## src/rtl/frame_reg_loader.sv

```systemverilog
`default_nettype none
// ============================================================================
// Module      : frame_reg_loader
// Description : Serial byte-stream frame receiver. It hunts for SYNC_BYTE,
//               collects NUM_BYTES payload bytes into a shadow bank, and then
//               copies the whole bank to regs_out in a single cycle. An idle
//               timeout discards the frame, as does a bad checksum when
//               checking is enabled.
//               Optional feature macro: FRAME_REG_LOADER_CHECKSUM_EN
//               (adds a trailing checksum byte and the CHECK state).
// Revision    : 1.0 - initial release
// ============================================================================
module frame_reg_loader #(
    parameter int         NUM_BYTES      = 64,
    parameter logic [7:0] SYNC_BYTE      = 8'hA5,
    parameter int         TIMEOUT_CYCLES = 50000
) (
    input  logic                   clk,
    input  logic                   reset,
    input  logic                   in_valid,
    input  logic [7:0]             in_data,
    output logic [8*NUM_BYTES-1:0] regs_out,
    output logic                   commit,
    output logic                   frame_err,
    output logic [1:0]             err_code,
    output logic                   busy
);

    localparam int c_IDX_W = $clog2(NUM_BYTES);
    localparam int c_TO_W  = $clog2(TIMEOUT_CYCLES);

    localparam logic [c_IDX_W-1:0] c_IDX_LAST = c_IDX_W'(NUM_BYTES - 1);
    // The timeout fires on the idle cycle that would carry the counter to
    // TIMEOUT_CYCLES-1, so compare against the value one below that.
    localparam logic [c_TO_W-1:0]  c_TO_FIRE  = c_TO_W'(TIMEOUT_CYCLES - 2);

    localparam logic [1:0] c_ERR_NONE    = 2'b00;
    localparam logic [1:0] c_ERR_CKSUM   = 2'b01;
    localparam logic [1:0] c_ERR_TIMEOUT = 2'b10;

    localparam logic [1:0] c_ST_IDLE    = 2'd0;
    localparam logic [1:0] c_ST_PAYLOAD = 2'd1;
`ifdef FRAME_REG_LOADER_CHECKSUM_EN
    localparam logic [1:0] c_ST_CHECK   = 2'd2;
`endif
    localparam logic [1:0] c_ST_COMMIT  = 2'd3;

    logic [1:0]             r_state;
    logic [1:0]             w_state_nxt;
    logic [c_IDX_W-1:0]     r_idx;
    logic [c_TO_W-1:0]      r_tcnt;
    logic [1:0]             r_err_code;
    logic [8*NUM_BYTES-1:0] r_regs;
    logic [7:0]             r_shadow [NUM_BYTES];
    logic [8*NUM_BYTES-1:0] w_shadow_flat;

    logic                   w_sync_hit;
    logic                   w_pay_wr;
    logic                   w_timeout;
    logic                   w_cks_bad;
    logic                   w_in_frame;
    logic                   w_err_pulse;
    logic [1:0]             w_err_new;
    logic                   w_load;

`ifdef FRAME_REG_LOADER_CHECKSUM_EN
    logic [7:0]             r_sum;
    logic [7:0]             w_sum_fin;

    assign w_sum_fin  = r_sum + in_data;
    assign w_in_frame = (r_state == c_ST_PAYLOAD) || (r_state == c_ST_CHECK);
`else
    assign w_in_frame = (r_state == c_ST_PAYLOAD);
`endif

    assign w_err_pulse = w_timeout | w_cks_bad;
    assign w_err_new   = w_cks_bad ? c_ERR_CKSUM : c_ERR_TIMEOUT;
    assign w_load      = (w_state_nxt == c_ST_COMMIT);
    assign regs_out    = r_regs;

    // Shadow bank with the byte being written this cycle merged in, so the
    // final payload byte reaches regs_out on the same edge it is accepted.
    for (genvar gi = 0; gi < NUM_BYTES; gi++) begin : g_flat
        assign w_shadow_flat[8*gi +: 8] =
            (w_pay_wr && (r_idx == c_IDX_W'(gi))) ? in_data : r_shadow[gi];
    end

    // State register
    always_ff @(posedge clk) begin
        if (reset) begin
            r_state <= c_ST_IDLE;
        end else begin
            r_state <= w_state_nxt;
        end
    end

    // Next-state logic and per-cycle events
    always_comb begin
        w_state_nxt = r_state;
        w_sync_hit  = 1'b0;
        w_pay_wr    = 1'b0;
        w_timeout   = 1'b0;
        w_cks_bad   = 1'b0;
        case (r_state)
            c_ST_IDLE, c_ST_COMMIT: begin
                // COMMIT is a single cycle and behaves like IDLE for input,
                // which lets back-to-back frames start without a gap.
                if (in_valid && (in_data == SYNC_BYTE)) begin
                    w_sync_hit  = 1'b1;
                    w_state_nxt = c_ST_PAYLOAD;
                end else begin
                    w_state_nxt = c_ST_IDLE;
                end
            end
            c_ST_PAYLOAD: begin
                if (in_valid) begin
                    w_pay_wr = 1'b1;
                    if (r_idx == c_IDX_LAST) begin
`ifdef FRAME_REG_LOADER_CHECKSUM_EN
                        w_state_nxt = c_ST_CHECK;
`else
                        w_state_nxt = c_ST_COMMIT;
`endif
                    end
                end else if (r_tcnt == c_TO_FIRE) begin
                    w_timeout   = 1'b1;
                    w_state_nxt = c_ST_IDLE;
                end
            end
`ifdef FRAME_REG_LOADER_CHECKSUM_EN
            c_ST_CHECK: begin
                if (in_valid) begin
                    if (w_sum_fin == 8'h00) begin
                        w_state_nxt = c_ST_COMMIT;
                    end else begin
                        w_cks_bad   = 1'b1;
                        w_state_nxt = c_ST_IDLE;
                    end
                end else if (r_tcnt == c_TO_FIRE) begin
                    w_timeout   = 1'b1;
                    w_state_nxt = c_ST_IDLE;
                end
            end
`endif
            default: begin
                w_state_nxt = c_ST_IDLE;
            end
        endcase
    end

    // Outputs; forced to their idle values while reset is held
    always_comb begin
        busy      = 1'b0;
        commit    = 1'b0;
        frame_err = 1'b0;
        err_code  = c_ERR_NONE;
        if (!reset) begin
            busy      = w_in_frame;
            commit    = (r_state == c_ST_COMMIT);
            frame_err = w_err_pulse;
            err_code  = w_err_pulse ? w_err_new : r_err_code;
        end
    end

    // Payload byte index: cleared on sync, advanced per payload byte
    always_ff @(posedge clk) begin
        if (reset) begin
            r_idx <= '0;
        end else if (w_sync_hit) begin
            r_idx <= '0;
        end else if (w_pay_wr) begin
            r_idx <= (r_idx == c_IDX_LAST) ? '0 : r_idx + c_IDX_W'(1);
        end
    end

`ifdef FRAME_REG_LOADER_CHECKSUM_EN
    // Running modulo-256 sum of the payload bytes
    always_ff @(posedge clk) begin
        if (reset) begin
            r_sum <= 8'h00;
        end else if (w_sync_hit) begin
            r_sum <= 8'h00;
        end else if (w_pay_wr) begin
            r_sum <= w_sum_fin;
        end
    end
`endif

    // Idle-cycle counter, live only while a frame is in progress
    always_ff @(posedge clk) begin
        if (reset) begin
            r_tcnt <= '0;
        end else if (w_in_frame && !in_valid && !w_timeout) begin
            r_tcnt <= r_tcnt + c_TO_W'(1);
        end else begin
            r_tcnt <= '0;
        end
    end

    // Shadow bank capture; contents are don't-care outside a frame
    always_ff @(posedge clk) begin
        if (w_pay_wr) begin
            r_shadow[r_idx] <= in_data;
        end
    end

    // Committed bank, updated on the edge that enters COMMIT
    always_ff @(posedge clk) begin
        if (reset) begin
            r_regs <= '0;
        end else if (w_load) begin
            r_regs <= w_shadow_flat;
        end
    end

    // Sticky cause of the most recent discard
    always_ff @(posedge clk) begin
        if (reset) begin
            r_err_code <= c_ERR_NONE;
        end else if (w_err_pulse) begin
            r_err_code <= w_err_new;
        end
    end

endmodule
`default_nettype wire

```

## config.mk

```make
export PLATFORM = sky130hd
export DESIGN_NAME = frame_reg_loader
export DESIGN_NICKNAME = d
export VERILOG_FILES = /design/src/rtl/frame_reg_loader.sv
export SDC_FILE = /design/constraint.sdc
export NUM_CORES = 1
export LEC_CHECK = 0
export ABC_AREA = 1
export CAP_MARGIN = 20
export CORE_MARGIN = 2
export CORE_UTILIZATION = 50
export DETAILED_ROUTE_END_ITERATION = 7
export PLACE_DENSITY = 0.85
export SLEW_MARGIN = 20
export SYNTH_ARGS = -nofsm -noshare
export SYNTH_HDL_FRONTEND = slang
export SYNTH_SLANG_ARGS = --single-unit
```

## constraint.sdc

```tcl
create_clock -name clk -period 3.2 [get_ports clk]
set_input_delay 0.64 -clock clk [delete_from_list [all_inputs] [get_ports clk]]
set_output_delay 0.64 -clock clk [all_outputs]
set_load 0.1 [all_outputs]
```

Fig. 1: run 1, selected gate families
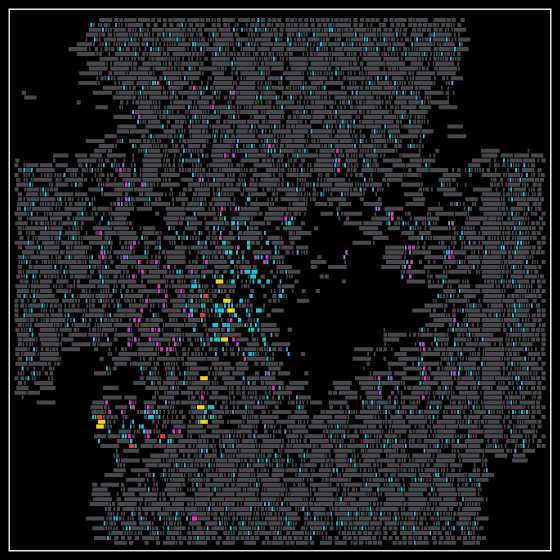
[nor cells] cyan | cells: 694 | where: spread over the die
[fa/ha/maj cells] yellow | cells: 9
[aoi and oai cells] magenta | cells: 104
[xor and xnor cells] red | cells: 5 | where: south-west

Fig. 2: run 1, register map, names as in the netlist
Bar = 100 um. Other sequential cells in the stronger gray, the rest of the logic in the fainter gray.
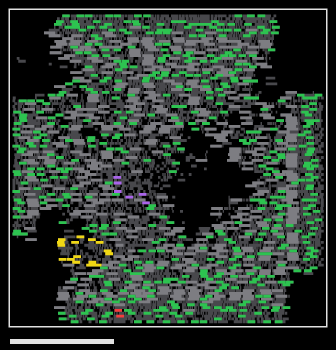
[regs_out] green | placed flops: 512 | where: spread over the die
[r_tcnt] yellow | placed flops: 16 | where: south-west
[r_idx] purple | placed flops: 6
[r_err_code] red | placed flops: 2
not colored: 514
Post-Route Utilization: 61.3%
sequential power: 0.0141 W
proportion of cell area occupied by registers: 48.1%
sequential cell area: 0.0261 mm2

Fig. 3: run 1, routing congestion map
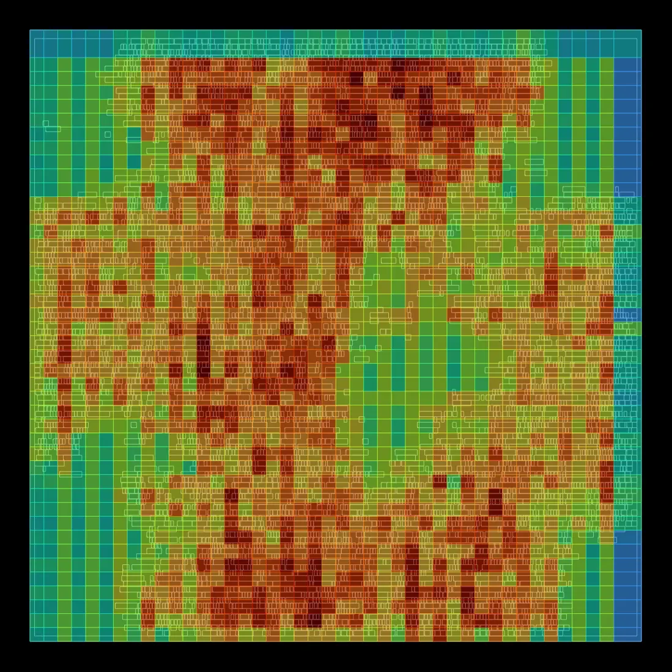
met1 layer usage reported by global route: 35.8%
GR Util met2: 46.0%
global route hottest layer: met2

==> GITHUB_STEP_SUMMARY, run 1 <==
## PnR job results

| Metric | Value |
|---|---|
| Outcome | completed |
| Number of vias per cell | roughly 5 |
| Cell depth of the worst min-delay path | 2 |
| Count of flip-flops with a built-in enable after synthesis | a little over 500 |
| CTS tree | yes |
| Num rows | roughly 110 |
| Max Cap Viol | 0 |
| Area contributors post-synth | sky130_fd_sc_hd__edfxtp_1 (34%), sky130_fd_sc_hd__dfxtp_1 (24%), sky130_fd_sc_hd__inv_1 (12%), sky130_fd_sc_hd__nand2_1 (9.8%), sky130_fd_sc_hd__nand4_1 (7.3%) |
| Post-route antenna net violation count | 0 |
| Worst path required time | 2560 ps |
| Portion of synthesized cell area occupied by the leading cell type | approximately 34% |
| Worst r2r src | r_idx[1] |
| Worst Setup Slack, final | 221 ps |
| Sequential cell area fraction in the yosys report | 58.3% |
| Non-clock inverter instance count of the final layout | around 1.6k |
| Met2 wirelength from detailed routing | approximately 63000 um |
| H-tree lvl count | 3 |
| Total cell area reported by yosys after synthesis | ~0.045 mm2 |
| Share of power burned in the clock network | 46.6% |
| Clk sink count | between 1k and 1.5k |
| Complex-gate fraction of the synthesized area | under 10% |
| Clk Latency, worst-skew pair | about 700 ps |
| Main synth FF type | sky130_fd_sc_hd__dfxtp_1 |
| Worst-case setup slack after placement | -84.3 ps |
| Floorplan core density | about half |
| Relative slew margins | 35.2% |
| Multi-input combinational area share | a little over a fifth |
| Total routing resource utilization after global routing | between 20 and 30% |
| Netlist area before placement | 0.0449 mm2 |
| Period minus WS final | between 2000 and 3000 ps |
| Largest net degree at the start of global routing | 154 |
| Simple-Gate Fraction of Synth Area | a little under a quarter |
| Count of instantiated cells in the yosys netlist | between 5k and 6k |
| Hold buffer count at CTS | 0 |
| Dominant cell by count in the synthesized netlist | sky130_fd_sc_hd__inv_1 |
Fig. 4: run 1, M3 wires
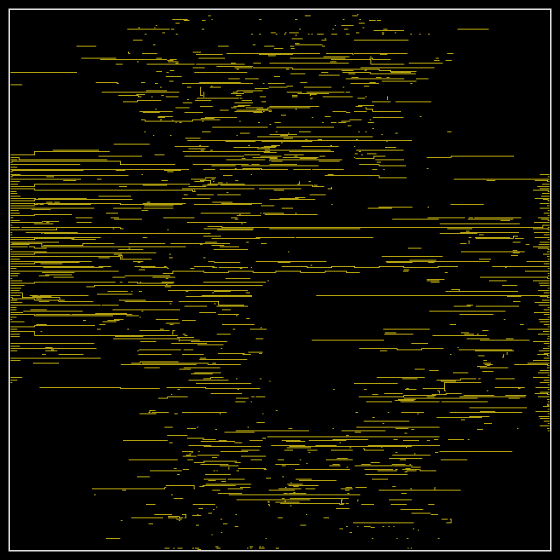

==> run 2: changes to the inputs <==
--- a/config.mk
+++ b/config.mk
@@ -5,7 +5,6 @@
 export SDC_FILE = /design/constraint.sdc
 export NUM_CORES = 1
 export LEC_CHECK = 0
-export ABC_AREA = 1
 export CAP_MARGIN = 20
 export CORE_MARGIN = 2
 export CORE_UTILIZATION = 50
Fig. 5: run 2, M3 wires
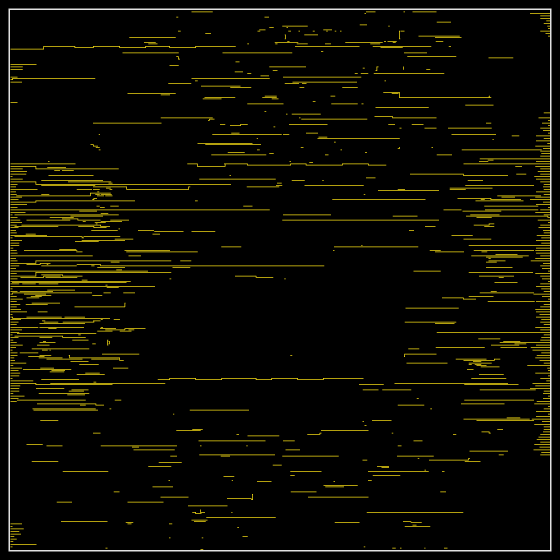
main direction: horizontal
longest straight run: 138 um
wire length on this layer: 8940 um
nets with wire on the layer: 529

==> run 2 against run 1 <==
Against the previous run: the flow now finishes with violations (setup timing); largest power group unchanged; first-iteration DRC count decreased by 29%; fmax decreased by 8.0%; total power decreased by 3.5%; hold slack got worse by 210 ps; routed wire length decreased by 18%; critical endpoint is now err_code[0]; combinational power decreased by 31%; non-clock buffer count increased by 26; global-route usage decreased by 2.8 points; register-to-register slack improved by 70 ps; die area decreased by 10%; synthesized cell count decreased by 43%; setup slack got worse by 260 ps.
==> GITHUB_STEP_SUMMARY, run 2 <==
## PnR job results

| Metric | Value |
|---|---|
| Largest net degree at the start of global routing | between 150 and 200 |
| Crit Path Max Fanout | 3 |
| Capturing element of the worst setup path | err_code[0] |
| Hold Crit Endpoint | r_shadow[7][1] |
| Highest Signal Layer | met5 |
| Post-Route Utilization | between 60% and 70% |
| Netlist area before placement | ~0.040 mm2 |
| Worst r2r src | r_tcnt[7] |
| Cell type with the highest aggregate area in the netlist | sky130_fd_sc_hd__edfxtp_1 |
| Worst-case setup slack after placement | about 6.5 ps |
| Main synth FF type | sky130_fd_sc_hd__dfxtp_1 |
| Switching fraction of total power | 20.5% |
| Fraction of registers with async set/reset | 0% |
| Worst Setup Slack, final | -38.0 ps |
| Period minus WS final | 3240 ps |
| Total cell area reported by yosys after synthesis | about 0.04 mm2 |
| Met2 wirelength from detailed routing | 54600 um |
| Hold buffer count at CTS | 0 |
| Proportion of cell area occupied by registers | between 50% and 60% |
| Sequential power | about 0.014 W |
| Met3 Routed Length | roughly 8900 um |
| Static leakage | roughly 18 nW |
| Relative slew margins | 17.0% |
| Violations in the final reports | setup timing |
| Buffers added on ports | approximately 530 |
| Total number of multi-input combinational cells | between 1.5k and 2k |
| Maximum buffer depth of the clock tree | 3 |
| Sequential cell area | approximately 0.026 mm2 |
| Met1 layer usage reported by global route | a little over a third |
| Seq cells post-synth | 1050 |
| Total routing resource utilization after global routing | a little over a quarter |
| Sequential cell count of the final layout | 1050 |
| Startpoint type of the worst setup path | flop |
| Clk sink count | ~1.1k |
| Power drawn by the clock network | around 0.012 W |
| Num rows | 104 |
| Worst path required time | 2560 ps |
| Share of power burned in the clock network | between 40% and 50% |
| Area contributors post-synth | sky130_fd_sc_hd__edfxtp_1 (38%), sky130_fd_sc_hd__dfxtp_1 (27%), sky130_fd_sc_hd__a21bo_2 (9.8%), sky130_fd_sc_hd__a21oi_1 (6.4%), sky130_fd_sc_hd__nand3_1 (5.0%) |
| Area added between synthesis and finish | 22.1% |
| Outcome | finished with violations |
| Complex-gate fraction of the synthesized area | 20.1% |
| Max Cap Viol | 0 |
| Logic area | 0.0124 mm2 |
| Number of vias per cell | around 5.8 |
| HPWL reported at the end of detailed placement | 70400 um |
| Int Pwr | 0.0210 W |
| Violation count after the first detailed-routing iteration | 2754 |
| Detailed-route via count | ~28k |
| Number of standard cells after synthesis | about 3.1k |
| VDD IR max | 0.000397 V |
| Wire length of the first global-routing pass | approximately 170000 um |
| Number of antenna violations at the first check in global routing | 3 |
| Commonest non-fill, non-tap cells in the layout | sky130_fd_sc_hd__buf_4 (669), sky130_fd_sc_hd__dfxtp_1 (533), sky130_fd_sc_hd__a21oi_1 (516), sky130_fd_sc_hd__edfxtp_1 (512), sky130_fd_sc_hd__nand3_1 (403) |
| Unique masters post-synth | 49 |
| Simple-Gate Fraction of Synth Area | approximately 7.2% |
| Number of placed I/O pins | roughly 530 |
| Final setup viols | 1 |
| Warning count from the yosys run | 0 |
| Count of instantiated cells in the yosys netlist | 3138 |
| Number of buffers created by CTS | just over 100 |
| Antenna Cells | 1 |
| Data arrival at the endpoint of the critical path | 2600 ps |
| CTS tree | yes |
| Final net count | around 3.7k |
| Clk Latency, worst-skew pair | around 650 ps |
| Count of flip-flops with a built-in enable after synthesis | approximately 510 |
| Portion of synthesized cell area occupied by the leading cell type | between 30% and 40% |
| Floorplan core density | 50.2% |
| Chain of cells forming the critical path | or4b_4 > or4_4 > inv_4 > nand2_4 > and3b_2 > buf_12 |
| H-tree lvl count | 3 |
| Global route hottest layer | met2 |
| Cell depth of the worst min-delay path | 1 |
| Sequential cell area fraction in the yosys report | about 65% |
| Dominant cell by count in the synthesized netlist | sky130_fd_sc_hd__dfxtp_1 |
| Final setup skew | between 30 and 40 ps |
| Non-clock inverter instance count of the final layout | 11 |
| Group drawing the most power | sequential cells |
| Final-layout clock buffer total | around 160 |
| Post-route antenna net violation count | 0 |
| Met1 Routed Length | 46200 um |
| Kind of cell with the highest combined delay on the critical path | simple AND/OR/NAND/NOR gates |
| GR Util met2 | a little over two fifths |
Fig. 6: run 2, selected gate families
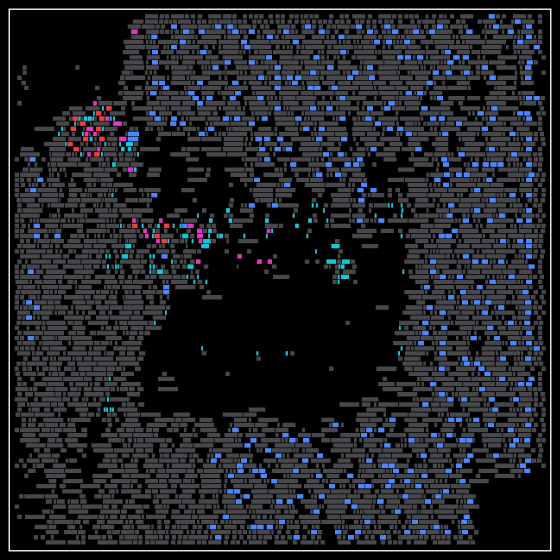
[nor cells] cyan | cells: 108
[xor and xnor cells] red | cells: 16 | where: north-west
[and/or cells] magenta | cells: 25
[non-inverting ao/oa cells] blue | cells: 395
multi-input combinational area share: 25.2%
number of standard cells in the layout, taps in and fillers out: 4793

Power figures rest on the tool's default switching activity, not on a simulated workload.
